===== config.mk =====
export PLATFORM = sky130hd
export DESIGN_NAME = ps2_mouse_packet
export DESIGN_NICKNAME = d
export VERILOG_FILES = /design/src/rtl/ps2_mouse_packet.sv
export SDC_FILE = /design/constraint.sdc
export NUM_CORES = 1
export LEC_CHECK = 0
export CAP_MARGIN = 20
export CORE_ASPECT_RATIO = 1.1
export CORE_UTILIZATION = 44
export DETAILED_ROUTE_END_ITERATION = 12
export GPL_TIMING_DRIVEN = 0
export HOLD_SLACK_MARGIN = 0.02
export PLACE_DENSITY_LB_ADDON = 0.08
export RECOVER_POWER = 25
export SYNTH_ARGS = -nofsm -noshare
export SYNTH_HDL_FRONTEND = slang
export SYNTH_SLANG_ARGS = --single-unit

===== constraint.sdc =====
create_clock -name clk -period 1.91 [get_ports clk]
set_clock_uncertainty 0.1 [all_clocks]
set_input_delay 0.382 -clock clk [delete_from_list [all_inputs] [get_ports clk]]
set_output_delay 0.382 -clock clk [all_outputs]
set_load 0.01 [all_outputs]

===== src/rtl/ps2_mouse_packet.sv =====
`timescale 1ns/1ps
`default_nettype none
// ============================================================================
//  Module   : ps2_mouse_packet
//  Brief    : Assembles 3-byte PS/2 stream-mode mouse packets into signed
//             screen-oriented dx/dy deltas plus button state, with resync on
//             bad status bytes, inter-byte timeout and receiver errors.
//  Revision : 1.0 - initial release
// ============================================================================
module ps2_mouse_packet #(
   parameter int TIMEOUT_CYCLES = 100000,
   parameter int INVERT_Y       = 1
) (
   input  logic       clk,
   input  logic       reset_n,
   input  logic       byte_valid,
   input  logic [7:0] byte_data,
   input  logic       rx_error,
   output logic       new_data,
   output logic [7:0] dx,
   output logic [7:0] dy,
   output logic [2:0] buttons,
   output logic       sync_err
);

   // +1 keeps the counter at least one bit wide for tiny timeouts
   localparam int c_CNT_W = $clog2(TIMEOUT_CYCLES + 1);
   localparam logic [c_CNT_W-1:0] c_TIMEOUT_LAST = c_CNT_W'(TIMEOUT_CYCLES - 1);
   localparam bit c_INVERT = (INVERT_Y != 0);

   typedef enum logic [1:0] {
      WAIT_B0 = 2'd0,
      WAIT_B1 = 2'd1,
      WAIT_B2 = 2'd2
   } state_t;

   state_t               r_state;
   state_t               w_state_next;
   logic [c_CNT_W-1:0]   r_cnt;
   logic [c_CNT_W-1:0]   w_cnt_next;

   // Status-byte fields kept from byte 0 (bit 3 is the fixed sync marker)
   logic [2:0]           r_btn;
   logic                 r_xs;
   logic                 r_ys;
   logic                 r_xo;
   logic                 r_yo;
   logic [7:0]           r_xbyte;

   logic                 w_load_status;
   logic                 w_load_x;
   logic                 w_decode;
   logic                 w_sync_err;

   logic signed [9:0]    w_x10;
   logic signed [9:0]    w_y10_raw;
   logic signed [9:0]    w_y10;
   logic                 w_y_neg;
   logic [7:0]           w_dx;
   logic [7:0]           w_dy;

   // Saturate a 10-bit signed value into the signed 8-bit range
   function automatic logic [7:0] clamp8(input logic signed [9:0] v);
      if (v > 10'sd127) begin
         return 8'h7F;
      end else if (v < -10'sd128) begin
         return 8'h80;
      end else begin
         return v[7:0];
      end
   endfunction

   // Packet state register
   always_ff @(posedge clk or negedge reset_n) begin
      if (!reset_n) begin
         r_state <= WAIT_B0;
      end else begin
         r_state <= w_state_next;
      end
   end

   // Next-state logic: rx_error beats byte_valid, which beats timeout
   always_comb begin
      w_state_next  = r_state;
      w_cnt_next    = r_cnt;
      w_load_status = 1'b0;
      w_load_x      = 1'b0;
      w_decode      = 1'b0;
      w_sync_err    = 1'b0;
      if (rx_error) begin
         w_state_next = WAIT_B0;
         w_cnt_next   = '0;
         w_sync_err   = (r_state != WAIT_B0);
      end else if (byte_valid) begin
         w_cnt_next = '0;
         case (r_state)
            WAIT_B0: begin
               if (byte_data[3]) begin
                  w_load_status = 1'b1;
                  w_state_next  = WAIT_B1;
               end else begin
                  w_sync_err = 1'b1;
               end
            end
            WAIT_B1: begin
               w_load_x     = 1'b1;
               w_state_next = WAIT_B2;
            end
            WAIT_B2: begin
               w_decode     = 1'b1;
               w_state_next = WAIT_B0;
            end
            default: begin
               w_state_next = WAIT_B0;
            end
         endcase
      end else if (r_state != WAIT_B0) begin
         if (r_cnt == c_TIMEOUT_LAST) begin
            w_state_next = WAIT_B0;
            w_cnt_next   = '0;
            w_sync_err   = 1'b1;
         end else begin
            w_cnt_next = r_cnt + 1'b1;
         end
      end
   end

   // Delta decode: Y byte is taken straight from the bus on its strobe
   always_comb begin
      w_x10     = {r_xs, r_xs, r_xbyte};
      w_y10_raw = {r_ys, r_ys, byte_data};
      w_y10     = c_INVERT ? (10'sd0 - w_y10_raw) : w_y10_raw;
      w_y_neg   = r_ys ^ c_INVERT;
      if (r_xo) begin
         w_dx = r_xs ? 8'h80 : 8'h7F;
      end else begin
         w_dx = clamp8(w_x10);
      end
      if (r_yo) begin
         w_dy = w_y_neg ? 8'h80 : 8'h7F;
      end else begin
         w_dy = clamp8(w_y10);
      end
   end

   // Timeout counter and captured packet bytes
   always_ff @(posedge clk or negedge reset_n) begin
      if (!reset_n) begin
         r_cnt   <= '0;
         r_btn   <= '0;
         r_xs    <= 1'b0;
         r_ys    <= 1'b0;
         r_xo    <= 1'b0;
         r_yo    <= 1'b0;
         r_xbyte <= '0;
      end else begin
         r_cnt <= w_cnt_next;
         if (w_load_status) begin
            r_btn <= byte_data[2:0];
            r_xs  <= byte_data[4];
            r_ys  <= byte_data[5];
            r_xo  <= byte_data[6];
            r_yo  <= byte_data[7];
         end
         if (w_load_x) begin
            r_xbyte <= byte_data;
         end
      end
   end

   // Registered outputs: deltas hold between packets, strobes last one cycle
   always_ff @(posedge clk or negedge reset_n) begin
      if (!reset_n) begin
         new_data <= 1'b0;
         sync_err <= 1'b0;
         dx       <= '0;
         dy       <= '0;
         buttons  <= '0;
      end else begin
         new_data <= w_decode;
         sync_err <= w_sync_err;
         if (w_decode) begin
            dx      <= w_dx;
            dy      <= w_dy;
            buttons <= r_btn;
         end
      end
   end

endmodule
`default_nettype wire


Figure 1. Wiring by layer.
Scale: 4 px per um.
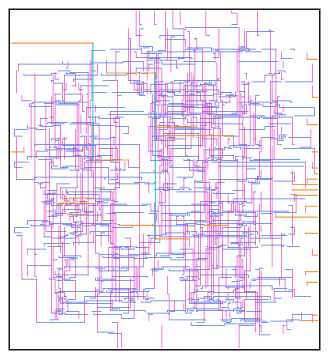
[met1] blue | wire length: 2830 um
[met2] magenta | wire length: 2990 um
[met4] cyan | wire length: 70.7 um
[met3] orange | wire length: 175 um

Figure 2. Routing congestion map.
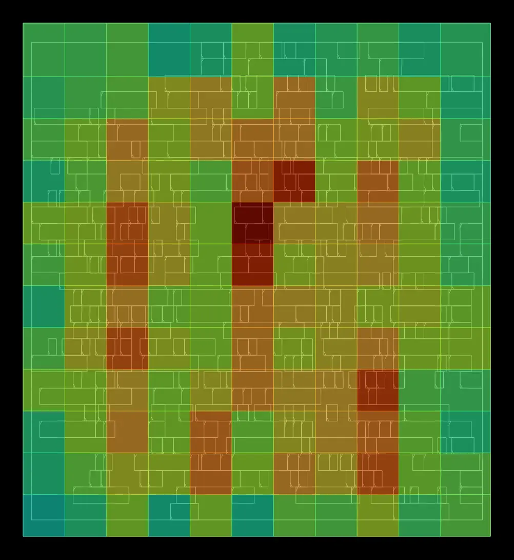
busiest metal layer after global routing: met2
wire per inst: 14.2 um

Figure 3. Sequential cells coloured by netlist name.
Scale: 3 px per um. Other sequential cells in the stronger grey, the rest of the logic in the fainter grey.
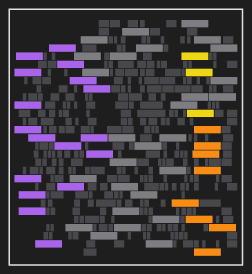
[dx] orange | flops: 8
[r_btn] yellow | flops: 3
[r_cnt] purple | flops: 17

==> results.toml <==
# synthesis and place-and-route metrics
[run_status]
outcome = "completed"

[route]
final_antenna_net_count = 0
drt-met1-wl_mm = 2.83
via_per_inst = 5.32
top_layer_used = "met4"
wl_met3_um = 175

[yosys]
top_area_frac = 0.502
synth_flop_count = 55
ys_sh_xor = 0.0511
synth-edff-count = 0
yosys_warnings = 0
synthTopCellsByCount = "55 x dfrtp_1, 47 x nor2_1, 44 x nand2_1, 34 x o21ai_0, 14 x inv_1"
ys_chip_area_mm2 = 0.00274

[power_and_ir_drop]
p_leak_uw = 0.00141
clockPowerShare = 0.243
irDropWorstVdd_mv = 0.495
pwr-share-seq = 0.498
comb_power_uw = 766
powerDensity_mw_per_mm2 = 874
p_int_uw = 2060

[final_layout]
layout.nonclk_buf_frac = 0.116
regMostFlops = "r_cnt"
fillers = 546
clock_area_frac = 0.0295
flop-count = 55
fin_cells = 426
n_all_buffers = 46
largest_reg_flops = 17
logic_gate_count = 226
flop_area_mm2 = 0.00138
final_core_util = 0.577
diodes = 0

[clock_tree]
cts_max_level = 2
holdBufCountCts = 1
clock-root-buffer = "clkbuf_8"
cts.sinks = 55
clk_latency_ps = 310

[placed_design]
port_buffers = 31
routabilityCongestion = 0.850
pre_cts_ws_ps = -718

[worst_hold_path]
whs_endpoint = "r_xbyte[3]$_DFFE_PN0P_"
hp-class = "in -> reg"

[final_timing]
hold_viol = 0
period_used_share = 0.964
period_needed_ps = 1840

[worst_setup_path]
cp-end-kind = "register"
path_buffers = 1
arrival_ps = 1970
path_class = "in -> reg"
slowest_delay_ps = 450
path_depth = 6
crit_end = "dy[6]$_DFFE_PN0P_"

[global_route]
use_met2 = 0.342
grt_pass1_wl_mm = 10.4
grt_usage = 0.200
grt_max_degree = 40

[job]
warning_count = 26
max_cap_viol_count = 0

[floorplanning]
die_y_um = 84.8
fp.coreArea_mm2 = 0.00588
dieWidth_um = 77.2
Power and IR drop assume default switching activity.
